## src/rtl/screen_sequencer.sv

```systemverilog
`default_nettype none
// ============================================================================
// Module      : screen_sequencer
// Description : BrickBreaker display sequencer. Walks title -> play -> win/lose
//               -> title, kicks the picture drawer and owns the VGA plot port.
// Revision    : 1.0 - initial release
// ============================================================================

module screen_sequencer #(
    parameter int SCR_W        = 160,
    parameter int SCR_H        = 120,
    parameter int KICK_TIMEOUT = 8
) (
    input  logic       clk,
    input  logic       resetn,
    input  logic       start_key,
    input  logic       game_won,
    input  logic       game_lost,
    input  logic       pic_drawing,
    input  logic [9:0] pic_x,
    input  logic [9:0] pic_y,
    input  logic [2:0] pic_colour,
    input  logic       game_plot,
    input  logic [7:0] game_x,
    input  logic [6:0] game_y,
    input  logic [2:0] game_colour,
    output logic       pic_enable,
    output logic [1:0] screen_select,
    output logic       game_run,
    output logic       vga_plot,
    output logic [7:0] vga_x,
    output logic [6:0] vga_y,
    output logic [2:0] vga_colour
);

    localparam int              CNT_W    = $clog2(KICK_TIMEOUT + 1);
    localparam logic [CNT_W-1:0] CNT_LAST = CNT_W'(KICK_TIMEOUT - 1);
    localparam logic [9:0]      W_LIM    = 10'(SCR_W);
    localparam logic [9:0]      H_LIM    = 10'(SCR_H);

    localparam logic [1:0] SEL_TITLE = 2'd0;
    localparam logic [1:0] SEL_WIN   = 2'd1;
    localparam logic [1:0] SEL_LOSE  = 2'd2;

    typedef enum logic [1:0] {
        ST_KICK = 2'd0,
        ST_DRAW = 2'd1,
        ST_HOLD = 2'd2,
        ST_PLAY = 2'd3
    } state_t;

    state_t           state_q, state_d;
    logic [1:0]       sel_q, sel_d;
    logic             pic_enable_q, pic_enable_d;
    logic             key_q, key_d;
    logic             seen_q, seen_d;
    logic [CNT_W-1:0] cnt_q, cnt_d;

    // picture address stage, aligned with the drawer's registered colour
    logic [9:0]       px_q, px_d;
    logic [9:0]       py_q, py_d;
    logic             pvalid_q, pvalid_d;

    logic             gplot_q, gplot_d;
    logic [7:0]       gx_q, gx_d;
    logic [6:0]       gy_q, gy_d;
    logic [2:0]       gcol_q, gcol_d;

    logic [7:0]       hold_x_q, hold_x_d;
    logic [6:0]       hold_y_q, hold_y_d;
    logic [2:0]       hold_col_q, hold_col_d;

    logic             key_edge;
    logic             pic_hit;

    assign key_edge = start_key & ~key_q;
    assign pic_hit  = pvalid_q & (px_q < W_LIM) & (py_q < H_LIM);

    always_comb begin
        state_d      = state_q;
        sel_d        = sel_q;
        seen_d       = seen_q;
        cnt_d        = cnt_q;
        key_d        = start_key;
        pic_enable_d = (state_q == ST_KICK);

        case (state_q)
            ST_KICK: begin
                seen_d  = 1'b0;
                cnt_d   = '0;
                state_d = ST_DRAW;
            end
            ST_DRAW: begin
                if (pic_drawing) begin
                    seen_d = 1'b1;
                end
                if (seen_q) begin
                    // wait for the last staged pixel to drain before leaving
                    if (!pic_drawing && !pvalid_q) begin
                        state_d = ST_HOLD;
                    end
                end else if (!pic_drawing) begin
                    if (cnt_q == CNT_LAST) begin
                        state_d = ST_KICK;
                    end else begin
                        cnt_d = cnt_q + 1'b1;
                    end
                end
            end
            ST_HOLD: begin
                if (key_edge) begin
                    if (sel_q == SEL_TITLE) begin
                        state_d = ST_PLAY;
                    end else begin
                        sel_d   = SEL_TITLE;
                        state_d = ST_KICK;
                    end
                end
            end
            ST_PLAY: begin
                if (game_won) begin
                    sel_d   = SEL_WIN;
                    state_d = ST_KICK;
                end else if (game_lost) begin
                    sel_d   = SEL_LOSE;
                    state_d = ST_KICK;
                end
            end
            default: begin
                state_d = ST_KICK;
            end
        endcase
    end

    always_comb begin
        px_d     = pic_x;
        py_d     = pic_y;
        pvalid_d = (state_q == ST_DRAW) & pic_drawing;
        gplot_d  = (state_q == ST_PLAY) & game_plot;
        gx_d     = game_x;
        gy_d     = game_y;
        gcol_d   = game_colour;
    end

    // Only real writes update x/y/colour; otherwise the last values are held.
    always_comb begin
        vga_plot   = 1'b0;
        vga_x      = hold_x_q;
        vga_y      = hold_y_q;
        vga_colour = hold_col_q;
        if (state_q == ST_DRAW) begin
            vga_plot = pic_hit;
            if (pic_hit) begin
                vga_x      = px_q[7:0];
                vga_y      = py_q[6:0];
                vga_colour = pic_colour;
            end
        end else if (state_q == ST_PLAY) begin
            vga_plot = gplot_q;
            if (gplot_q) begin
                vga_x      = gx_q;
                vga_y      = gy_q;
                vga_colour = gcol_q;
            end
        end
        hold_x_d   = vga_x;
        hold_y_d   = vga_y;
        hold_col_d = vga_colour;
    end

    assign pic_enable    = pic_enable_q;
    assign screen_select = sel_q;
    assign game_run      = (state_q == ST_PLAY) & ~game_won & ~game_lost;

    always_ff @(posedge clk) begin
        if (!resetn) begin
            state_q      <= ST_KICK;
            sel_q        <= SEL_TITLE;
            pic_enable_q <= 1'b0;
            key_q        <= 1'b0;
            seen_q       <= 1'b0;
            cnt_q        <= '0;
            px_q         <= '0;
            py_q         <= '0;
            pvalid_q     <= 1'b0;
            gplot_q      <= 1'b0;
            gx_q         <= '0;
            gy_q         <= '0;
            gcol_q       <= '0;
            hold_x_q     <= '0;
            hold_y_q     <= '0;
            hold_col_q   <= '0;
        end else begin
            state_q      <= state_d;
            sel_q        <= sel_d;
            pic_enable_q <= pic_enable_d;
            key_q        <= key_d;
            seen_q       <= seen_d;
            cnt_q        <= cnt_d;
            px_q         <= px_d;
            py_q         <= py_d;
            pvalid_q     <= pvalid_d;
            gplot_q      <= gplot_d;
            gx_q         <= gx_d;
            gy_q         <= gy_d;
            gcol_q       <= gcol_d;
            hold_x_q     <= hold_x_d;
            hold_y_q     <= hold_y_d;
            hold_col_q   <= hold_col_d;
        end
    end

endmodule

`default_nettype wire
```

## config.mk

```make
export PLATFORM = sky130hd
export DESIGN_NAME = screen_sequencer
export DESIGN_NICKNAME = d
export VERILOG_FILES = /design/src/rtl/screen_sequencer.sv
export SDC_FILE = /design/constraint.sdc
export NUM_CORES = 1
export LEC_CHECK = 0
export CORE_MARGIN = 4
export CORE_UTILIZATION = 45
export DETAILED_ROUTE_END_ITERATION = 16
export PLACE_DENSITY = 0.76
export SYNTH_ARGS = -nofsm -noshare
export SYNTH_HDL_FRONTEND = slang
export SYNTH_SLANG_ARGS = --single-unit
export TNS_END_PERCENT = 10
```

## constraint.sdc

```tcl
create_clock -name clk -period 1.7 [get_ports clk]
set_input_delay 0.17 -clock clk [delete_from_list [all_inputs] [get_ports clk]]
set_output_delay 0.17 -clock clk [all_outputs]
set_load 0.05 [all_outputs]
```

==> results.yml <==
# generated from flow reports
worst_setup_path:
  path_cells: "or4_4 > or4_4 > mux2i_2 > a21oi_4 > buf_12"
  r2r-start: "py_q[9]"
  crit_arrival_ns: 2.32
  cp_common_cell: "or4_4"
  path_class: "reg2out"
  crit_family: "simple AND/OR/NAND/NOR gates"
  crit_end: "vga_y[0]"
  cp-startpoint: "py_q[9]"
  start_kind: "flop"
  r2r_end: "hold_y_q[0]"
  crit_required_ns: 1.53
  worst-path-stages: 5
  end_kind: "primary output"
  critPathMaxStageDelay_ns: 0.55
  r2r_cells: 5
logic_synthesis:
  syn-cell-area_um2: 2980
  syn_avg_cell_area_um2: 9.31
  adder_share_pct: 0.420
  ys_area_um2: 2980
  ys_warn_count: 0
  synth_nets: 369
  common_cells: "dfxtp_1 (69), and2_1 (52), clkbuf_1 (26)"
  edf_count: 0
  synthDistinctLibCells: 35
  synthSimpleGateAreaFrac_pct: 30.9
  synth_seq_share_pct: 46.4
  synthXorXnorAreaFrac_pct: 0.882
  top_cells_by_area: "dfxtp_1 (46%), and2_1 (11%), a211oi_1 (4.8%)"
  ys_sh_mux_pct: 2.35
  top_cell: "dfxtp_1"
placement:
  place_ws_ns: -0.458
  placed_cell_area_um2: 4420
  io_buffers: 70
power_and_ir_drop:
  p_per_area_nw_per_um2: 880
  p_sw_share_pct: 30.1
  total_power_uw: 4340
  ir_drop_uv: 818
  pg_seq_uw: 1780
  powerClk_uw: 1380
  leakagePower_uw: 0.00184
  power_frac_seq_pct: 41.0
cts:
  clk_latency_ns: 0.35
  cts_max_path_buffers: 2
  cts_hold_buf: 0
  cts_tree: "yes"
  htree_levels: 3
  postCtsSetupBuffers: 1
  cts.sinks: 69
  numCtsBuffers: 9
finish:
  ff_count: 69
  sh_comb_area_pct: 41.1
  clock_buffer_count: 10
  nonClkBufAreaFrac_pct: 24.5
  final_nets: 455
  drive_gt1_share_pct: 29.0
  fin_area_um2: 4940
  regArea_um2: 1380
  inv_count: 2
  largest_class: "combinational gates"
  reg_top3: "px_q x10, py_q x10"
  diodes: 0
timing:
  slew-limit-headroom_pct: 65.4
  worst_pin_slew_ns: 0.517
  holdWs_ns: 0.388
  period_minus_slack_ns: 2.49
  setup_tns_ns: -15.81
  setup_viol: 37
  timing.final.crit_share_pct: 147
  fin_ws_ns: -0.791
  rsz0062_at_grt: "true"
outcome:
  status: "finished with violations"
  violations: "setup timing"
flow_run:
  cap_violations: 0
  log.warning_count: 29
die:
  core_um2: 6390
  num_rows: 29
  fp.dieH_um: 89.3
route:
  wl_met3_um: 424
  drtIter0Drc: 83
  top_layer: "met4"
  route.detailed.drc: 0
  wl_met1_um: 3560
  dr.pass1.iters: 5
global_routing:
  grt.total_usage_pct: 22.7
  grt_pass1_vias: 2786
  grt_max_degree: 27
  grt_pass1_wl_um: 13600
  antenna_found_initial: 0
worst_hold_path:
  hold_end: "gplot_q"
### A small window of the routed layout

Region (55, 55) to (80, 80) um. Cells in gray, sequential cells in the stronger gray; small squares are vias.
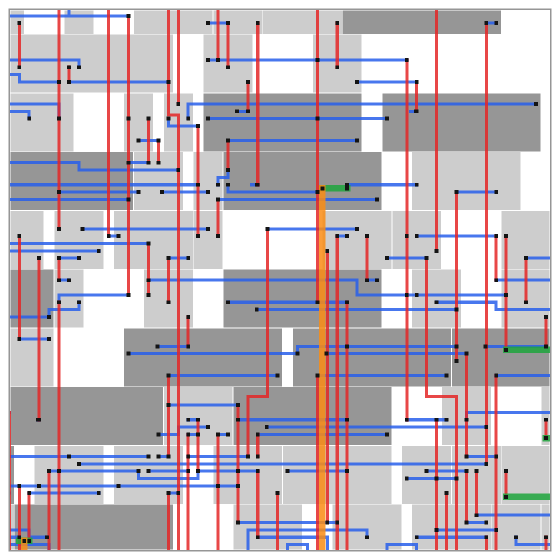
legend:
  green:
    layer: M3
  orange:
    layer: M4
  red:
    layer: M2
  blue:
    layer: M1
cells with their middle in the window: 45
netlist names of flops here include: gy_q (4), gx_q (3), gcol_q (2)
sequential cells in the window: 11
most frequent: and2_1 (11), dfxtp_1 (11), and4_1 (7)

### Gate families picked out

Scale: 3 px per um.
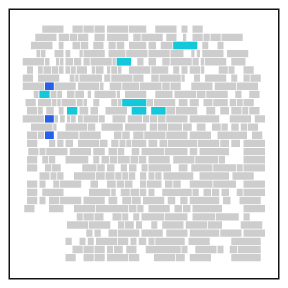
legend:
  blue:
    family: xor and xnor cells
    cells: 3
    most_used: xor2_1
  cyan:
    family: mux cells
    cells: 7
    most_used: mux2i_2
final cell count without fillers: 488
Commonest Layout Cell: dfxtp_1

### Where the registers sit

Scale: 6 px per um. Other sequential cells in the stronger gray, the rest of the logic in the fainter gray.
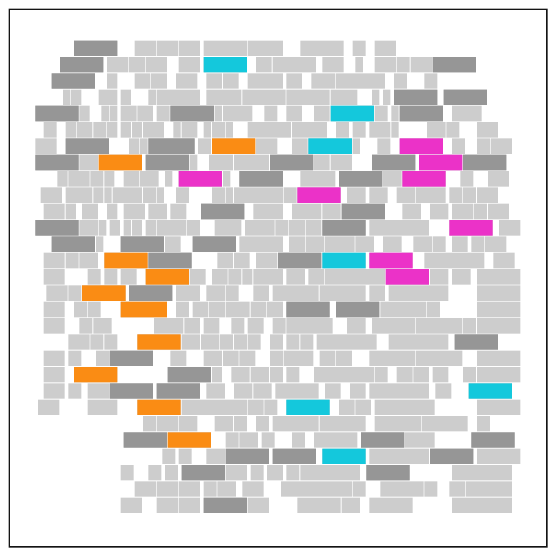
legend:
  magenta:
    signal: gx_q
    sequential_cells: 8
  cyan:
    signal: hold_y_q
    sequential_cells: 7
  orange:
    signal: py_q
    sequential_cells: 10
not colored: 44

### Metal 1

Scale: 3 px per um.
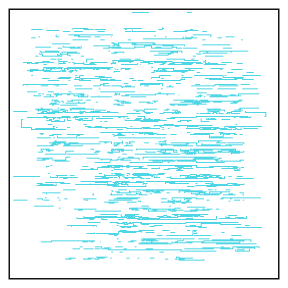
longest straight run: 26.2 um
wire length on this layer: 3560 um
main direction: horizontal
nets with wire on the layer: 404
via count: 2760
drt total wl: 8740 um
met1 Usage GRT: 26.3%

### Routing congestion

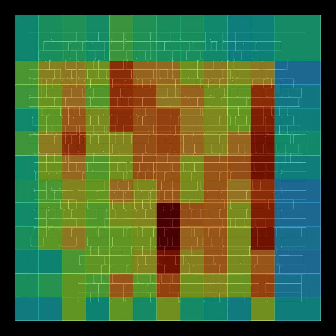
GRT met3 Usage: 5.99%
WL/cell: 17.9 um
most used routing layer: met2
Final Core Density: 77.3%

